==> run_1/gate_families.png <==
Scale: 4 px per µm.
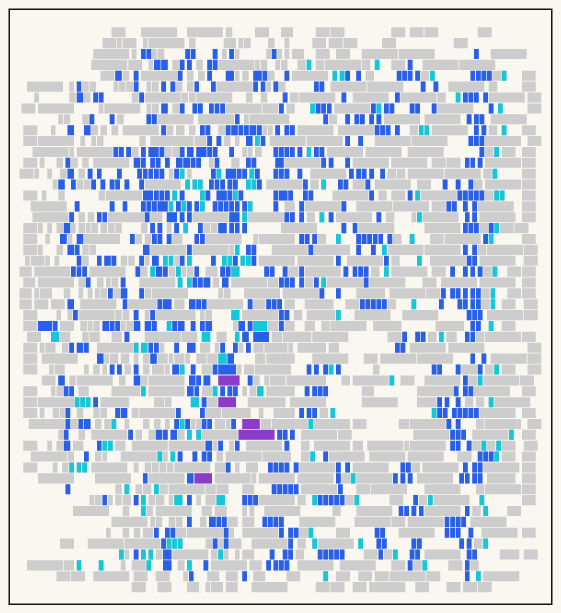
==> run_1/zoom.png <==
Region (53, 30) to (83, 60) µm. Cells in gray, sequential cells in the stronger gray; small squares are vias.
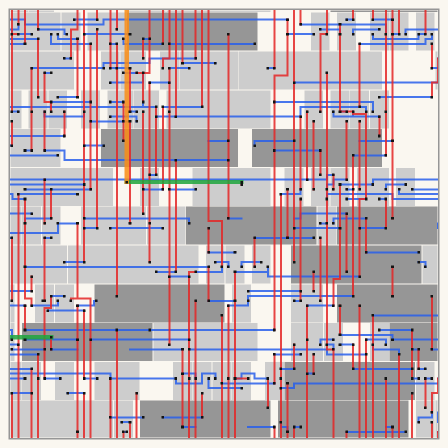
==> run_1/final_congestion.png <==
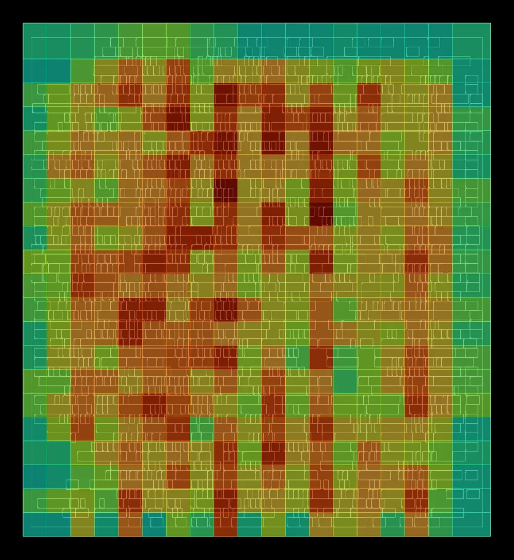
==> run_1/met4.png <==
Scale: 3 px per µm. Supply wires on this layer in gray.
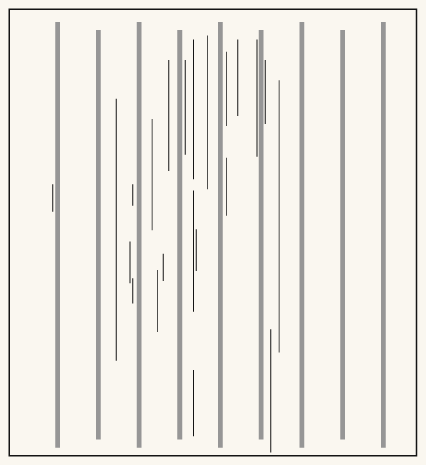
## config.mk

```make
export PLATFORM = sky130hd
export DESIGN_NAME = fetch_redirect_flat
export DESIGN_NICKNAME = d
export VERILOG_FILES = /design/src/rtl/mips_pkg.sv /design/src/rtl/fetch_redirect_if.sv /design/src/rtl/if_hold_buf.sv /design/src/rtl/fetch_redirect.sv /design/src/flat_wrapper.sv
export SDC_FILE = /design/constraint.sdc
export NUM_CORES = 1
export LEC_CHECK = 0
export ABC_AREA = 1
export CAP_MARGIN = 20
export CORE_ASPECT_RATIO = 1.1
export CORE_MARGIN = 2
export CORE_UTILIZATION = 54
export CTS_CLUSTER_SIZE = 30
export DETAILED_ROUTE_END_ITERATION = 6
export GPL_ROUTABILITY_DRIVEN = 0
export PLACE_DENSITY_LB_ADDON = 0.25
export SLEW_MARGIN = 20
export SYNTH_ARGS = -nofsm -noshare
export SYNTH_HDL_FRONTEND = slang
export SYNTH_HIERARCHICAL = 1
export SYNTH_SLANG_ARGS = --single-unit
export TNS_END_PERCENT = 5
```

## constraint.sdc

```tcl
create_clock -name clk -period 2 [get_ports clk]
set_input_delay 0.3 -clock clk [delete_from_list [all_inputs] [get_ports clk]]
set_output_delay 0.3 -clock clk [all_outputs]
set_load 0.005 [all_outputs]
```

## src/rtl/mips_pkg.sv

```systemverilog
// Shared MIPS front-end types and constants.
// Fetch state encoding, branch codes, reset PC default.
package mips_pkg;

  localparam int          INSTR_W      = 32;
  localparam logic [31:0] RESET_PC_DEF = 32'h0000_0000;

  typedef enum logic [1:0] {
    BOOT  = 2'd0,
    FETCH = 2'd1,
    HOLD  = 2'd2
  } fetch_state_e;

  localparam logic [2:0] BR_BEQ = 3'b000;
  localparam logic [2:0] BR_BNE = 3'b001;
  localparam logic [2:0] BR_BGT = 3'b010;
  localparam logic [2:0] BR_BLE = 3'b011;
  localparam logic [2:0] BR_JMP = 3'b100;

  function automatic logic [31:0] align_tgt(
    input logic [31:0] t
  );
    return {t[31:2], 2'b00};
  endfunction

endpackage

```

## src/rtl/fetch_redirect_if.sv

```systemverilog
// Instruction-memory request/ready port.
// master = fetch unit, slave = memory.
interface fetch_redirect_if;
  import mips_pkg::*;

  logic               imem_req_o;
  logic [31:0]        imem_addr_o;
  logic               imem_ready_i;
  logic [INSTR_W-1:0] imem_rdata_i;

  modport master (
    output imem_req_o,
    output imem_addr_o,
    input  imem_ready_i,
    input  imem_rdata_i
  );

  modport slave (
    input  imem_req_o,
    input  imem_addr_o,
    output imem_ready_i,
    output imem_rdata_i
  );

endinterface

```

## src/rtl/if_hold_buf.sv

```systemverilog
// Single-entry pc+instr buffer for words
// that arrive while IF/ID is stalled.
module if_hold_buf
  import mips_pkg::*;
(
  input  logic               clk,
  input  logic               rst_n,
  input  logic               load,
  input  logic               clear,
  input  logic [31:0]        pc_d,
  input  logic [INSTR_W-1:0] instr_d,
  output logic               valid,
  output logic [31:0]        pc_q,
  output logic [INSTR_W-1:0] instr_q
);

  always_ff @(posedge clk or negedge rst_n) begin
    if (!rst_n) begin
      valid   <= 1'b0;
      pc_q    <= '0;
      instr_q <= '0;
    end else if (load) begin
      valid   <= 1'b1;
      pc_q    <= pc_d;
      instr_q <= instr_d;
    end else if (clear) begin
      valid   <= 1'b0;
    end
  end

endmodule

```

## src/rtl/fetch_redirect.sv

```systemverilog
// IF-stage PC sequencer: fetches, buffers on
// stall, and redirects on taken branches.
module fetch_redirect
  import mips_pkg::*;
#(
  parameter logic [31:0] RESET_PC   = RESET_PC_DEF,
  parameter bit          DELAY_SLOT = 1'b0
) (
  input  logic               clk,
  input  logic               rst_n,
  input  logic               stall_i,
  input  logic               br_valid_i,
  input  logic               is_branch_i,
  input  logic [31:0]        br_target_i,
  fetch_redirect_if.master   imem,
  output logic               if_valid_o,
  output logic [31:0]        if_pc_o,
  output logic [INSTR_W-1:0] if_instr_o,
  output logic               flush_o,
  output logic               misalign_o
);

  fetch_state_e state, state_nxt;

  logic        redir;
  logic [31:0] tgt;
  logic [31:0] pc;
  logic        pend;
  logic [31:0] pend_tgt;
  logic        rdy;
  logic        hold_load;
  logic        hold_clr;
  logic        hold_vld;
  logic [31:0] hold_pc;
  logic [INSTR_W-1:0] hold_instr;

  // stall masks the comparator: ID re-evaluates once released
  assign redir = br_valid_i & is_branch_i & ~stall_i;
  assign tgt   = align_tgt(br_target_i);
  assign rdy   = imem.imem_ready_i;

  always_ff @(posedge clk or negedge rst_n) begin
    if (!rst_n) state <= BOOT;
    else        state <= state_nxt;
  end

  always_comb begin
    state_nxt = state;
    unique case (state)
      BOOT:  state_nxt = FETCH;
      FETCH: if (rdy & ~pend & ~redir & stall_i)
               state_nxt = HOLD;
      HOLD:  if (~stall_i) state_nxt = FETCH;
      default: state_nxt = BOOT;
    endcase
  end

  always_comb begin
    imem.imem_req_o  = 1'b0;
    imem.imem_addr_o = '0;
    hold_load        = 1'b0;
    hold_clr         = 1'b0;
    unique case (state)
      FETCH: begin
        imem.imem_req_o  = 1'b1;
        imem.imem_addr_o = pc;
        hold_load = rdy & ~pend & ~redir & stall_i;
      end
      HOLD: hold_clr = ~stall_i;
      default: ;
    endcase
  end

  always_ff @(posedge clk or negedge rst_n) begin
    if (!rst_n) begin
      pc         <= RESET_PC;
      pend       <= 1'b0;
      pend_tgt   <= '0;
      if_valid_o <= 1'b0;
      if_pc_o    <= '0;
      if_instr_o <= '0;
      flush_o    <= 1'b0;
      misalign_o <= 1'b0;
    end else begin
      if_valid_o <= 1'b0;
      flush_o    <= redir & ~DELAY_SLOT;
      if (redir & (br_target_i[1:0] != 2'b00))
        misalign_o <= 1'b1;
      unique case (state)
        BOOT: if (redir) pc <= tgt;
        FETCH: begin
          if (rdy) begin
            if (pend | redir) begin
              pc   <= redir ? tgt : pend_tgt;
              pend <= 1'b0;
            end else begin
              pc <= pc + 32'd4;
              if (~stall_i) begin
                if_valid_o <= 1'b1;
                if_pc_o    <= pc;
                if_instr_o <= imem.imem_rdata_i;
              end
            end
          end else if (redir) begin
            pend     <= 1'b1;
            pend_tgt <= tgt;
          end
        end
        HOLD: begin
          if (~stall_i) begin
            if (redir) begin
              pc <= tgt;
            end else if (hold_vld) begin
              if_valid_o <= 1'b1;
              if_pc_o    <= hold_pc;
              if_instr_o <= hold_instr;
            end
          end
        end
        default: ;
      endcase
    end
  end

  if_hold_buf u_hold (
    .clk     (clk),
    .rst_n   (rst_n),
    .load    (hold_load),
    .clear   (hold_clr),
    .pc_d    (pc),
    .instr_d (imem.imem_rdata_i),
    .valid   (hold_vld),
    .pc_q    (hold_pc),
    .instr_q (hold_instr)
  );

endmodule

```

## src/flat_wrapper.sv

```systemverilog
// flat-port wrapper written by rule: the top's interface ports become plain ports
module fetch_redirect_flat import mips_pkg::*;
#(
  parameter logic [31:0] RESET_PC   = RESET_PC_DEF,
  parameter bit          DELAY_SLOT = 1'b0
)
  (clk, rst_n, stall_i, br_valid_i, is_branch_i, br_target_i, if_valid_o, if_pc_o, if_instr_o, flush_o, misalign_o, imem_imem_req_o, imem_imem_addr_o, imem_imem_ready_i, imem_imem_rdata_i);
  fetch_redirect_if imem_i ();
  input  logic clk;
  input  logic rst_n;
  input  logic stall_i;
  input  logic br_valid_i;
  input  logic is_branch_i;
  input  logic [31:0] br_target_i;
  output logic if_valid_o;
  output logic [31:0] if_pc_o;
  output logic [INSTR_W-1:0] if_instr_o;
  output logic flush_o;
  output logic misalign_o;
  output wire logic [$bits(imem_i.imem_req_o)-1:0] imem_imem_req_o;
  output wire logic [$bits(imem_i.imem_addr_o)-1:0] imem_imem_addr_o;
  input wire logic [$bits(imem_i.imem_ready_i)-1:0] imem_imem_ready_i;
  input wire logic [$bits(imem_i.imem_rdata_i)-1:0] imem_imem_rdata_i;
  assign imem_imem_req_o = imem_i.imem_req_o;
  assign imem_imem_addr_o = imem_i.imem_addr_o;
  assign imem_i.imem_ready_i = imem_imem_ready_i;
  assign imem_i.imem_rdata_i = imem_imem_rdata_i;
  fetch_redirect #(.RESET_PC(RESET_PC), .DELAY_SLOT(DELAY_SLOT)) u_core (.clk(clk), .rst_n(rst_n), .stall_i(stall_i), .br_valid_i(br_valid_i), .is_branch_i(is_branch_i), .br_target_i(br_target_i), .imem(imem_i), .if_valid_o(if_valid_o), .if_pc_o(if_pc_o), .if_instr_o(if_instr_o), .flush_o(flush_o), .misalign_o(misalign_o));
endmodule
```

==> changes_impl.md, run 1 <==
### Implementation results

* Arrival time at the worst endpoint at 1.67 ns
* Number of max-cap violations at 0
* R2r endpoint: u_core/pc[16]
* Routed WL at 27600 µm
* Post-Syn Area at 10200 µm²
* Buffers excl. clock at 230
* Max Used Layer: met4
* Worst hold slack at 0.411 ns
* AO/OA Area Share at 11.4%
* Yosys simple share at 30.0%
* Clk_lat worst skew at 0.44 ns
* Mi-comb count at 1000
* Deepest clock path buffer count at 2
* Sink Count at 199
* Post-synth mux share at 0%
* 1st-pass router iterations at 5
* Crit. Startpoint: u_core/state[0]
* GRT Overall Usage at 28.0%
* Starting DRT DRC Count at 767
* Buf+Inv Stages, Crit Path at 5
* Placed wire-length estimate at 18200 µm
* I/O Pins at 170
* Met1 wire length at 11900 µm
* Grt ovf at 0
* Synth async-reset ratio at 100%
* Critical path depth at 7
* DRC viols at 0
* Core Footprint at 18500 µm²
* Routed vias at 9804
* Antenna Nets Post-Route at 0
* Ys cells at 1402
* Status: completed
* Setup TNS at 0 ns
* Worst-Margin Slew at 0.681 ns
* TritonCTS Buffers at 17
* Dominant Register Cell: dfrtp_1
* Top pwr grp: combinational logic
* Biggest Area Class: flip-flops and latches
* Critical Path RT at 1.70 ns
* Hold Path Class: in2async
* Hold Vio Cnt, Final at 0
* CTS resizes at 64
* Layout Cells excl Fill at 1826
* Synth unique cells at 33
* Area of the multi-input gates at 4370 µm²
* Inverters, non-clock at 123
* Reg2reg setup slack at 0.04 ns
* Port buffer count at 169
* R2R depth at 10
* Initial core utilization at 55.4%
* H-tree depth at 4
* Buffering overhead at 18.2%
* Post-CTS setup buffers at 5
* Commonest cells in the netlist: nand2_1 (572), dfrtp_1 (199), nor2_1 (135), inv_1 (117), o21ai_0 (78)
* Syn Inst Count at 1402
* Critical path peak fanout at 9
* Hold-fix buffers, CTS at 1
* Final setup fails at 0
* Layout cells sized above 1 at 8.78%
* Post-Synth Adder-Cell Area at 0.611%
* Initial antenna violation count at 0
* Sw frac at 40.3%
* YS chip area at 10200 µm²
* Post-synthesis sequential area ratio at 48.7%
* Worst path cell trace: ha_4 -> buf_6 -> buf_12 -> buf_16 -> nand2_1 -> inv_1 -> buf_2
* CTS root buf: clkbuf_16
* Power Combinational at 0.00955 W
* Crit-path max cell delay at 0.45 ns
* Fin. max-slew vios at 0
* Cell with the most instances after synthesis: nand2_1
* Area leader share at 48.7%
* Clk slew on worst S/H paths at 0.07 ns
* Synth logic family: simple AND/OR/NAND/NOR gates
* Cell taking the most area after synthesis: dfrtp_1
* FF-to-FF Start: u_core/state[0]
* Die Y at 148 µm
* TritonCTS clock tree: done
* Worst setup slack after layout at 0.0257 ns
* Startpoint types: register
* Seq area share at 38.1%
* Cell area after layout at 13100 µm²
* Final period util at 98.7%
* Biggest area cells: dfrtp_1 (49%), nand2_1 (21%), nor2_1 (5.0%)
* Placed cells at 1784
* Clock power frac at 16.4%
* VDD IR max at 857 µV
* Slowest stage cell on the critical path: dfrtp_2
* Ant diodes at 0
* LEAKAGE at 6.50 nW
* First-pass GRT wire length at 44900 µm
* Total net switching power at 0.00825 W
* XOR Share, Synth at 0.0856%
* Clock buffers at 20
* Flop area at 4980 µm²
* Met1 global-route usage at 38.8%
* Worst setup endpoint: imem_imem_addr_o[23]
* Dpl ws at -0.0929 ns
* # nets final at 1646
* Cell Pwr Density at 1570 nW/µm²
* Combinational share of cell area at 33.4%
* Cell row count at 52
* Tool warning count at 31
* Int Pwr at 0.0122 W
* Final min period at 1.97 ns
* Mapped Avg Cell Area at 7.30 µm²
About gate_families.png:
family	color	cells
adder and majority cells	purple	5
NAND gates	blue	639
NOR gates	cyan	140

About zoom.png:
layer	color
met1	blue
met2	red
met4	orange
met3	green
cells with their middle in the window	75
most frequent	nand2_1 (30), dfrtp_1 (11)
netlist names of flops here include	u_core/if_pc_o (4), u_core/u_hold/pc_q (4), u_core/state (2)
sequential cells in the window	12

About final_congestion.png:
GR Util met2: 45.6%
GR peak layer: met2
Routed WL per cell: 15.1 µm
post-layout util: 70.7%
met3 track demand over resource: 3.51%

About met4.png:
longest straight run	90.4 µm
wire length on this layer	691 µm

==> run_1/wire_density.png <==
Scale: 2 px per µm. 27 x 30 tiles, from white (low) to dark blue (high), scaled to the fullest tile. Values are wire area over tile area, all layers added.
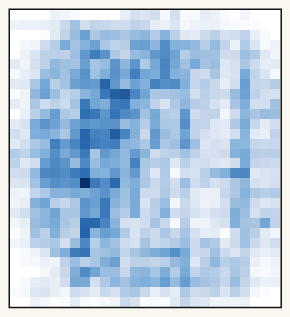

## Run 2: what changed since run 1
- CORE_UTILIZATION: 54 -> 35
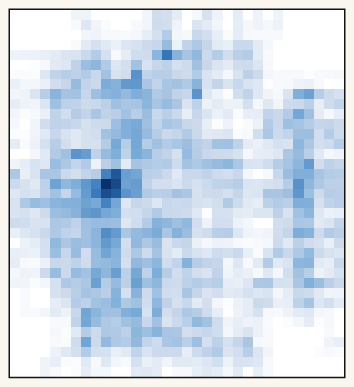
(run_2/wire_density.png)
Scale: 2 px per µm. 33 x 37 tiles, from white (low) to dark blue (high), scaled to the fullest tile. Values are wire area over tile area, all layers added.
densest ninth of the die	left middle
tiles over half the peak	4.4%
mean over tiles	0.16
fullest tile	0.76
nearly empty tiles	14%

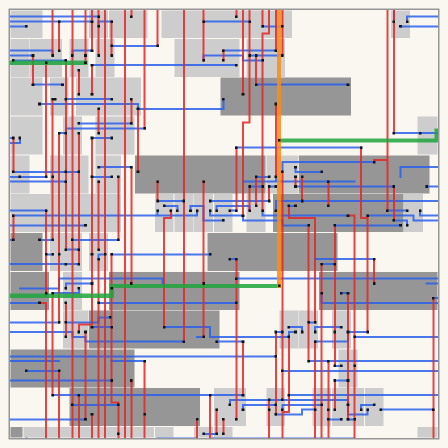
(run_2/zoom.png)
Region (69, 40) to (99, 70) µm. Cells in gray, sequential cells in the stronger gray; small squares are vias.
layer	color
met3	green
met4	orange
met2	red
met1	blue
cells with their middle in the window	51
most frequent	nand2_1 (14), dfrtp_1 (10), buf_4 (8)
netlist names of flops here include	u_core/u_hold/pc_q (4), u_core/if_pc_o (3), u_core/pc (2)
sequential cells in the window	10

==> changes_impl.md, run 2 <==
### Implementation results

* Post-layout util at 47.1% (-24 points)
* DRC viols at 0 (unchanged)
* Post-CTS setup buffers at 5 (unchanged)
* Buf+Inv Stages, Crit Path at 5 (unchanged)
* Reg2reg setup slack at 0.02 ns (-0.02 ns)
* Number of max-cap violations at 0 (unchanged)
* Worst setup slack after layout at -0.0360 ns (-0.0618 ns)
* Die Y at 183 µm (+24%)
* Layout cells sized above 1 at 11.0% (+2.2 points)
* CTS root buf: clkbuf_16
* Arrival time at the worst endpoint at 1.74 ns (+0.07 ns)
* GR Util met2 at 32.7% (-13 points)
* Combinational share of cell area at 32.7% (-0.78 points)
* Critical path depth at 7 (unchanged)
* Cell with the most instances after synthesis: nand2_1
* Clock buffers at 20 (unchanged)
* H-tree depth at 4 (unchanged)
* Placed wire-length estimate at 20200 µm (+11%)
* Sink Count at 199 (unchanged)
* Post-synth mux share at 0% (unchanged)
* Cell taking the most area after synthesis: dfrtp_1
* Initial core utilization at 35.6% (-20 points)
* Core Footprint at 28700 µm² (+55%)
* Area leader share at 48.7% (unchanged)
* 1st-pass router iterations at 5 (unchanged)
* Biggest Area Class: flip-flops and latches
* Power Combinational at 0.0101 W (+6%)
* Fin. max-slew vios at 0 (unchanged)
* AO/OA Area Share at 11.4% (unchanged)
* Clk slew on worst S/H paths at 0.07 ns (about the same)
* Commonest cells in the netlist: nand2_1 (572), dfrtp_1 (199), nor2_1 (135), inv_1 (117), o21ai_0 (78)
* Inverters, non-clock at 122 (-0.81%)
* VDD IR max at 644 µV (-25%)
* Crit-path max cell delay at 0.44 ns (about the same)
* Port buffer count at 169 (unchanged)
* Cell row count at 65 (+25%)
* Final period util at 102% (+3.1 points)
* Clock power frac at 17.1% (+0.7 points)
* Post-synthesis sequential area ratio at 48.7% (unchanged)
* Worst hold slack at 0.411 ns (-0.000175 ns)
* Met1 wire length at 14300 µm (+20%)
* Ant diodes at 0 (unchanged)
* Clk_lat worst skew at 0.44 ns (about the same)
* Int Pwr at 0.0128 W (+4.7%)
* GR peak layer: met2
* Dpl ws at -0.125 ns (-0.0319 ns)
* Seq area share at 36.8% (-1.3 points)
* R2r endpoint: u_core/if_pc_o[21]
* Max Used Layer: met4
* R2R depth at 13 (+3)
* # nets final at 1664 (+1.1%)
* Routed vias at 9572 (-2.4%)
* Placed cells at 1923 (+7.8%)
* Cell area after layout at 13500 µm² (+3.5%)
* Post-Synth Adder-Cell Area at 0.611% (unchanged)
* FF-to-FF Start: u_core/state[1]
* Post-Syn Area at 10200 µm² (unchanged)
* Routed WL per cell at 15.6 µm (+3.3%)
* Critical path peak fanout at 7 (-2)
* Status: finished, violations left
* Cell Pwr Density at 1570 nW/µm² (+0.56%)
* Flop area at 4980 µm² (about the same)
* Critical Path RT at 1.70 ns (about the same)
* XOR Share, Synth at 0.0856% (unchanged)
* Slowest stage cell on the critical path: dfrtp_2
* CTS resizes at 67 (+4.7%)
* LEAKAGE at 6.61 nW (+1.7%)
* Synth async-reset ratio at 100% (unchanged)
* Violated checks: setup timing
* Buffering overhead at 19.2% (+0.96 points)
* I/O Pins at 170 (unchanged)
* Ys cells at 1402 (unchanged)
* TritonCTS Buffers at 17 (unchanged)
* Final setup fails at 5 (+5)
* Total net switching power at 0.00852 W (+3.2%)
* Biggest area cells: dfrtp_1 (49%), nand2_1 (21%), nor2_1 (5.0%)
* Worst setup endpoint: imem_imem_addr_o[26]
* Deepest clock path buffer count at 2 (unchanged)
* Starting DRT DRC Count at 805 (+5.0%)
* Grt ovf at 0 (unchanged)
* First-pass GRT wire length at 48800 µm (+8.6%)
* Buffers excl. clock at 249 (+8.3%)
* Area of the multi-input gates at 4420 µm² (+1.1%)
* Mapped Avg Cell Area at 7.30 µm² (unchanged)
* Synth logic family: simple AND/OR/NAND/NOR gates
* Mi-comb count at 1000 (unchanged)
* Synth unique cells at 33 (unchanged)
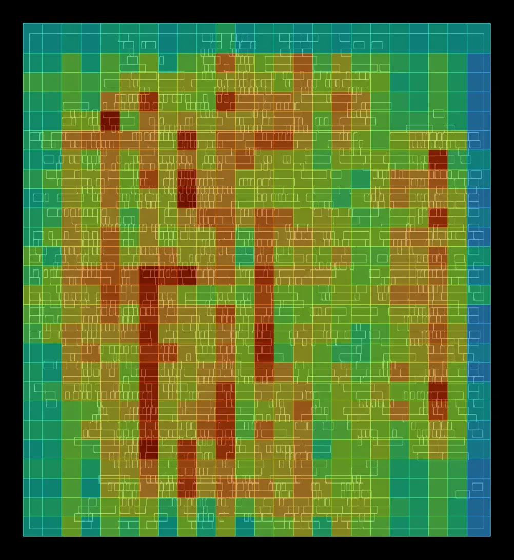
(run_2/final_congestion.png)
met3 track demand over resource: 3.11%
GRT Overall Usage: 20.0%
met1 global-route usage: 28.2%

No activity file was given, so power comes from the tool's default toggle rates.
